==> run_1/m1.png <==
Drawn at 2 px/um. Supply wires on this layer in grey. Cells faint in the background.
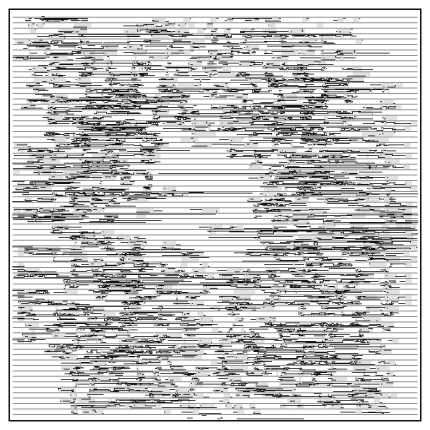
==> run_1/port_trees.png <==
Drawn at 1.5 px/um.
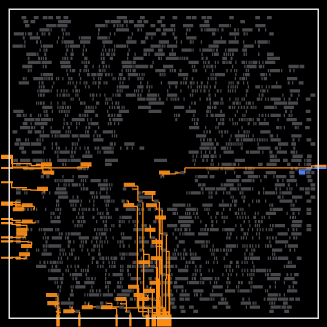
==> run_1/class_map.png <==
Drawn at 2 px/um.
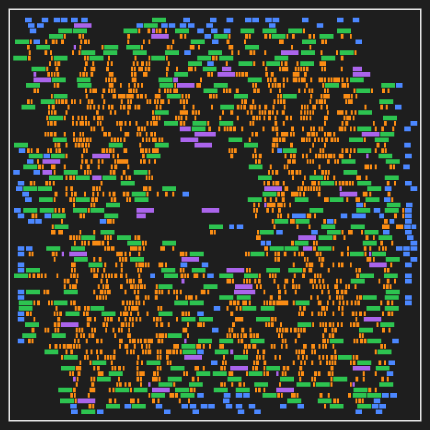
--- src/rtl/perf_event_counter.sv ---
// Cycle/stall/flush/retired-instruction counters with coherent valid/ready snapshots.
// Halt detection (unchanged PC while running) is built only when PERF_HALT_DETECT_EN is defined.
module perf_event_counter #(
    parameter int CNT_W       = 32,
    parameter int HALT_CYCLES = 4
) (
    input  logic             clk_i,
    input  logic             rst_i,
    input  logic             start_i,
    input  logic             clear_i,
    input  logic             stall_i,
    input  logic             branch_i,
    input  logic             flush_i,
    input  logic             wb_valid_i,
    input  logic [31:0]      pc_i,
    input  logic             snap_req_i,
    input  logic             snap_ready_i,
    output logic             snap_valid_o,
    output logic [CNT_W-1:0] snap_cycle_o,
    output logic [CNT_W-1:0] snap_stall_o,
    output logic [CNT_W-1:0] snap_flush_o,
    output logic [CNT_W-1:0] snap_retired_o,
    output logic [1:0]       state_o,
    output logic             halted_o
);

    typedef enum logic [1:0] {
        ST_IDLE   = 2'b00,
        ST_RUN    = 2'b01,
        ST_HALTED = 2'b10
    } state_t;

    state_t state, state_nxt;
    logic   halt_hit;
    logic   counting;

    logic [CNT_W-1:0] cnt_cycle, cnt_stall, cnt_flush, cnt_retired;

    logic             vld_p1;
    logic [CNT_W-1:0] snap_cycle_p1, snap_stall_p1, snap_flush_p1, snap_retired_p1;
    logic             snap_load;

    function automatic logic [CNT_W-1:0] sat_inc(input logic [CNT_W-1:0] v, input logic en);
        if (en && (v != {CNT_W{1'b1}}))
            return v + 1'b1;
        return v;
    endfunction

`ifdef PERF_HALT_DETECT_EN
    localparam int RUN_W = $clog2(HALT_CYCLES + 1);

    logic [31:0]      prev_pc;
    logic [RUN_W-1:0] run_cnt, run_cnt_nxt;

    // A stall restarts the streak: a stalled core is waiting, not spinning in place.
    assign run_cnt_nxt = ((pc_i == prev_pc) && !stall_i) ? run_cnt + 1'b1 : '0;
    assign halt_hit    = (state == ST_RUN) && (run_cnt_nxt == RUN_W'(HALT_CYCLES));

    always_ff @(posedge clk_i) begin
        if (rst_i) begin
            prev_pc <= '0;
            run_cnt <= '0;
        end else begin
            prev_pc <= pc_i;
            run_cnt <= (state == ST_RUN) ? run_cnt_nxt : '0;
        end
    end
`else
    logic unused_pc;
    assign unused_pc = ^pc_i;
    assign halt_hit  = 1'b0;
`endif

    always_ff @(posedge clk_i) begin
        if (rst_i)
            state <= ST_IDLE;
        else
            state <= state_nxt;
    end

    always_comb begin
        state_nxt = state;
        if (clear_i) begin
            state_nxt = ST_IDLE;
        end else begin
            case (state)
                ST_IDLE:   if (start_i) state_nxt = ST_RUN;
                ST_RUN: begin
                    if (!start_i)
                        state_nxt = ST_IDLE;
                    else if (halt_hit)
                        state_nxt = ST_HALTED;
                end
                ST_HALTED: state_nxt = ST_HALTED;
                default:   state_nxt = ST_IDLE;
            endcase
        end
    end

    assign counting = (state == ST_RUN);

    always_ff @(posedge clk_i) begin
        if (rst_i || clear_i) begin
            cnt_cycle   <= '0;
            cnt_stall   <= '0;
            cnt_flush   <= '0;
            cnt_retired <= '0;
        end else if (counting) begin
            cnt_cycle   <= sat_inc(cnt_cycle, 1'b1);
            cnt_stall   <= sat_inc(cnt_stall, stall_i && !branch_i);
            cnt_flush   <= sat_inc(cnt_flush, flush_i);
            cnt_retired <= sat_inc(cnt_retired, wb_valid_i);
        end
    end

    // Snapshot stage: captures live counters as registered in the request cycle.
    assign snap_load = snap_req_i && (!vld_p1 || snap_ready_i);

    always_ff @(posedge clk_i) begin
        if (rst_i) begin
            vld_p1          <= 1'b0;
            snap_cycle_p1   <= '0;
            snap_stall_p1   <= '0;
            snap_flush_p1   <= '0;
            snap_retired_p1 <= '0;
        end else if (snap_load) begin
            vld_p1          <= 1'b1;
            snap_cycle_p1   <= cnt_cycle;
            snap_stall_p1   <= cnt_stall;
            snap_flush_p1   <= cnt_flush;
            snap_retired_p1 <= cnt_retired;
        end else if (vld_p1 && snap_ready_i) begin
            vld_p1 <= 1'b0;
        end
    end

    assign snap_valid_o   = vld_p1;
    assign snap_cycle_o   = snap_cycle_p1;
    assign snap_stall_o   = snap_stall_p1;
    assign snap_flush_o   = snap_flush_p1;
    assign snap_retired_o = snap_retired_p1;
    assign state_o        = state;
    assign halted_o       = (state == ST_HALTED);

endmodule

--- config.mk ---
export PLATFORM = sky130hd
export DESIGN_NAME = perf_event_counter
export DESIGN_NICKNAME = d
export VERILOG_FILES = /design/src/rtl/perf_event_counter.sv
export SDC_FILE = /design/constraint.sdc
export NUM_CORES = 1
export LEC_CHECK = 0
export ABC_AREA = 1
export CORE_UTILIZATION = 30
export DETAILED_ROUTE_END_ITERATION = 6
export GPL_ROUTABILITY_DRIVEN = 1
export HOLD_SLACK_MARGIN = 0.12
export PLACE_DENSITY = 0.46
export SYNTH_ARGS = -nofsm -noshare
export SYNTH_HDL_FRONTEND = slang
export SYNTH_SLANG_ARGS = --single-unit
--- constraint.sdc ---
create_clock -name clk_i -period 4.3 [get_ports clk_i]
set_input_delay 0.43 -clock clk_i [delete_from_list [all_inputs] [get_ports clk_i]]
set_output_delay 0.43 -clock clk_i [all_outputs]
set_load 0.05 [all_outputs]
==> results.yml, run 1 <==
# yosys + openroad results
placement:
  dpl_worst_slack_ps: 1500
  globalplace.congestion: 0.839
  placedCellCount: 2458
  placement.cell_area_um2: 14100
  io_buffers: 141
cells_and_area:
  logic_gates: 1370
  n_clock_buffer: 46
  nFlopsAndLatches: 259
  seq_share: 0.343
  dominant_cells: "logic gates"
  buffers: 150
  comb_area_um2: 6190
  comb_share: 0.410
  final_nets: 2011
  seq_area_um2: 5180
  fin_cells: 2513
  nFillCells: 4383
  drive_gt1_frac: 0.0594
  diodes: 0
  fin_area_um2: 15100
  clk_share: 0.0649
  n_all_inverters: 154
  syn2layout_area_growth_pct: 22.2
global_routing:
  grt_pass1_vias: 11200
  use_met3: 0.0248
  grt_use_met2: 0.277
  grt_util_all_layers: 0.170
  grt_first_pass_wirelength_um: 58400
  grt_util_met1: 0.234
  grt_max_degree: 92
  grt_remaining_overflow: 0
  antenna_found_initial: 0
synthesis:
  synth_top_cell_by_count: "nand2_1"
  ys_ff: 259
  synthCells: 1860
  xor_share: 0.00213
  common_cells: "nand2_1 (535), nor2_1 (346), dfxtp_1 (259), a21oi_1 (157), inv_1 (151)"
  synth.top_cell.area_share: 0.420
  aoi_share: 0.119
  synth-edff-count: 0
  logic_family: "simple AND/OR/NAND/NOR gates"
  top_cells_by_area: "dfxtp_1 (42%), nand2_1 (16%), nor2_1 (11%)"
  ys_seq_share: 0.420
  yosysWarningCount: 0
  syn_area_um2: 12400
  yosys_area_um2: 12400
  synth.distinct_cells: 32
  largest_area_cell: "dfxtp_1"
  ff_type: "dfxtp_1"
sta:
  tightestPinTransition_ps: 1040
  finalClockPeriodUsage: 0.561
  setup_violations: 0
  skew_ps: 29.7
  fin_ws_ps: 1890
  relSlewSlack: 0.308
  rsz0062_at_grt: "false"
  hold_viol: 0
  worst_hold_slack_ps: 375
  post-route-min-period_ps: 2410
  max_freq_mhz: 415
  finalMaxSlewViolations: 0
floorplan:
  tapCellCount: 525
  die_x_um: 205
  dieArea_um2: 42000
  num_io_pins: 174
  rows: 73
  die_y_um: 205
clock_tree:
  root_buffer: "clkbuf_16"
  hold_buffers: 0
  post_cts.repair.setup_buffers: 0
  clk_latency_ps: 570
  ctsResizeCount: 0
  cts.sinks: 259
  cts_buffers: 30
  clockBufferDepth: 3
  htree_levels: 1
  clk_pin_slew_ps: 60
hold_path:
  hp-class: "input pin to flop"
  holdCritStartpoint: "rst_i"
  hold_end: "snap_retired_o[31]$_SDFFE_PP0P_"
critical_path:
  r2r_start: "cnt_cycle[1]$_SDFFE_PP0P_"
  cp-endpoint: "halted_o"
  worstSetupPathDepth: 3
  worstSetupPathType: "flop to output pin"
  setup.worst_path.start_class: "flop"
  crit_fanout: 4
  startpoint: "state_o[1]$_SDFFE_PP0P_"
  cpPeakStageDelay_ps: 810
  worst_path_max_delay_cell: "clkdlybuf4s50_1"
  cp.required_ps: 3870
  cp-end-kind: "output pin"
  r2r_slack_ps: 1990
  ff2ff_path_depth: 10
power_and_ir_drop:
  p_leak_nw: 4.96
  p_clk_frac: 0.476
  ir_drop_uv: 289
  comb_power_share: 0.066
  total_power_w: 0.00532
  power.density_nw_per_um2: 353
  sequentialPower_w: 0.00244
  p_int_w: 0.00402
  comb_cell_power_w: 0.000349
  power_switching_w: 0.00130
  power_leader: "clock"
  p_clk_w: 0.00253
  seqPwrFrac: 0.459
route:
  ant_nets: 0
  num_vias: 11700
  drt-total-wl_um: 35200
  drcViolationCount: 0
  post_drt_wl_per_cell_um: 14.0
run:
  maxCapViolCount: 0
  warnings: 58
status:
  status: "finished clean"
Back to the opening pictures, m1.png:
1863 nets have wire on it. The layer carries 17800 um of wire. The longest straight run is 65.3 um.

Back to the opening pictures, port_trees.png:
Blue shows `snap_req_i`, bits 1, direction input, edge east, end cells 1, buffers 1, wire 17.2 um. Orange shows `snap_stall_o`, bits 32, direction output, edge 20 south, 11 west, 1 east, end cells 32, buffers 32, wire 1300 um.

Back to the opening pictures, class_map.png:
Orange shows remaining logic cells, cells 1524, share of their area 47%. Purple shows clock drivers and dummy loads, cells 55, share of their area 6.8%. Blue shows remaining buffers and delay cells, cells 150, share of their area 10%. Green shows registers, cells 259, share of their area 36%.

-- run 1: metal layers --
metal  wire (um)  part of all wire
met5           0                 0
met4         571             0.016
met3        1330             0.038
met2       15400              0.44
met1       17800              0.51
-- run 1: placed cells by master, fill, tap and decap left out, types with 2 or more instances in the layout --
master	count
nand2_1	534
nor2_1	345
dfxtp_1	259
a21oi_1	157
inv_1	150
nand3_1	141
clkdlybuf4s50_1	140
a211oi_1	38
clkbuf_16	30
o21bai_1	24
nand4_1	21
o21ai_0	19
nor2_2	18
nor3_1	17
a21oi_2	12
clkbuf_1	10
nand3_2	9
nand2_2	8
buf_4	8
nor2_4	7
clkbuf_8	6
clkinv_2	5
ha_1	4
inv_2	3
nor3b_1	3
xor2_1	3
or2_2	2
and3_1	2
and2_1	2
bufinv_16	2
buf_12	2
--- run 2 (diff from run 1) ---
- PLACE_DENSITY: 0.46 -> 0.48
- clock period: 4.3 -> 2.1 ns (I/O delays scaled with it)
==> run_2/placed.png <==
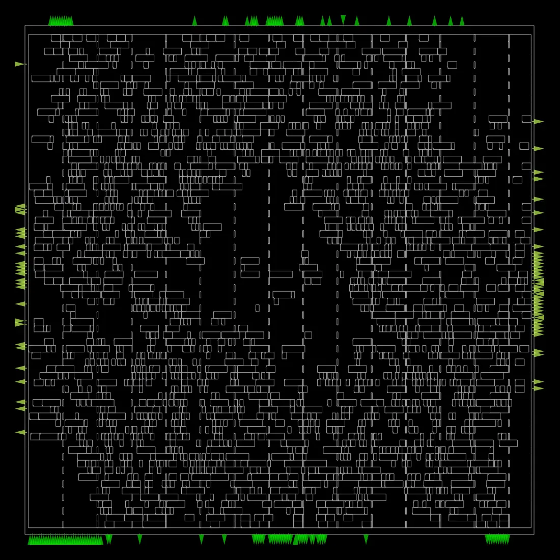
Finished Core Util: 0.383
Flops: 259
tap cells: 525

==> run 2 against run 1 <==
Effect of this change:
- global-route usage is essentially flat
- die size is the same
- setup slack lost 1800 ps
- synthesized area is the same
- via count rose by 1.3%
- wire length up 0.39%
- utilization increased by 0.77 points
- largest cell class unchanged
- highest routed layer unchanged
==> results.yml, run 2 <==
# yosys + openroad results
synthesis:
  synth.top_cell.area_share: 0.420
  synthCells: 1860
  xor_share: 0.00213
  ys_seq_share: 0.420
  logic_family: "simple AND/OR/NAND/NOR gates"
  ys_ff: 259
  aoi_share: 0.119
  synth_top_cell_by_count: "nand2_1"
  top_cells_by_area: "dfxtp_1 (42%), nand2_1 (16%), nor2_1 (11%)"
  common_cells: "nand2_1 (535), nor2_1 (346), dfxtp_1 (259), a21oi_1 (157), inv_1 (151)"
  synth.distinct_cells: 32
  syn_area_um2: 12400
  largest_area_cell: "dfxtp_1"
sta:
  post-route-min-period_ps: 2020
  tightestPinTransition_ps: 652
  hold_viol: 0
  rsz0062_at_grt: "false"
  relSlewSlack: 0.564
  skew_ps: 15.6
  finalClockPeriodUsage: 0.963
  setup_violations: 0
cells_and_area:
  fin_cells: 2542
  n_clock_buffer: 48
  n_all_inverters: 154
  buffers: 178
  final_cell_mix: "nand2_1 (534), nor2_1 (344), dfxtp_1 (259), a21oi_1 (157), inv_1 (150)"
  dominant_cells: "logic gates"
  final_common_cell: "nand2_1"
  comb_share: 0.403
  diodes: 0
  logic_gates: 1371
  syn2layout_area_growth_pct: 24.7
  drive_gt1_frac: 0.0739
  nFillCells: 4348
  clk_share: 0.0624
  final_nets: 2040
critical_path:
  cp-end-kind: "output pin"
  worst_path_max_delay_cell: "clkdlybuf4s50_1"
  worstSetupPathType: "flop to output pin"
  cpPeakStageDelay_ps: 850
  setup.worst_path.start_class: "flop"
  crit_fanout: 2
power_and_ir_drop:
  p_clk_frac: 0.468
  comb_cell_power_w: 0.000766
  power.density_nw_per_um2: 703
  power_leader: "clock"
  p_leak_nw: 5.14
  p_int_w: 0.00817
  power_switching_w: 0.00266
  total_power_w: 0.0108
  comb_power_share: 0.071
  ir_drop_uv: 624
  p_clk_w: 0.00507
  sequentialPower_w: 0.00500
route:
  drt-met1-wl_um: 17500
  dr_wl_met2_um: 15500
  drcViolationCount: 0
  ant_nets: 0
  post_drt_wl_per_cell_um: 13.9
  drt-total-wl_um: 35300
  wl_met3_um: 1540
  top_layer_used: "met4"
placement:
  placement.cell_area_um2: 14400
  globalplace.congestion: 0.885
  io_buffers: 141
  placedCellCount: 2485
global_routing:
  use_met3: 0.0301
  grt_max_degree: 130
  grt_util_met1: 0.231
  grt_util_all_layers: 0.169
  grt_use_met2: 0.275
  antenna_found_initial: 0
  grt_first_pass_wirelength_um: 58300
run:
  warnings: 60
  maxCapViolCount: 0
clock_tree:
  clk_latency_ps: 570
  cts.sinks: 259
  post_cts.repair.setup_buffers: 0
  cts_buffers: 30
status:
  status: "finished clean"
floorplan:
  die_y_um: 205
  die_x_um: 205
  dieArea_um2: 42000
hold_path:
  hp-class: "input pin to flop"
==> run_2/class_map.png <==
Drawn at 2 px/um.
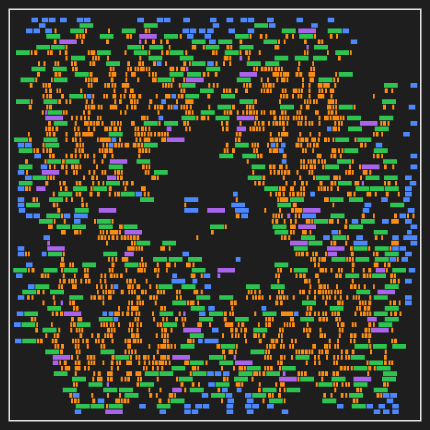
Orange shows remaining logic cells, cells 1525, share of their area 46%. Purple shows clock drivers and dummy loads, cells 55, share of their area 6.5%. Green shows registers, cells 259, share of their area 35%. Blue shows remaining buffers and delay cells, cells 178, share of their area 12%.

run 2: worst paths after layout:
check	endpoint	cells after the start	startpoint	slack, ps
worst max register to register	cnt_retired[17]$_SDFFE_PP0P_	13	state_o[1]$_SDFFE_PP0P_	190
worst max-delay path	snap_flush_o[7]	1	snap_flush_o[7]$_SDFFE_PP0P_	80
worst min-delay path	state_o[0]$_SDFFE_PP0P_	3	start_i	210
worst min register to register	snap_cycle_o[14]$_SDFFE_PP0P_	2	snap_cycle_o[14]$_SDFFE_PP0P_	460
run 2: timing repair:
action	CTS	global route
hold endpoints to repair	5	0
hold buffers	1	0
gates resized	1	2
setup endpoints to repair	9	19
cloned	1	0
pin swaps	1	0
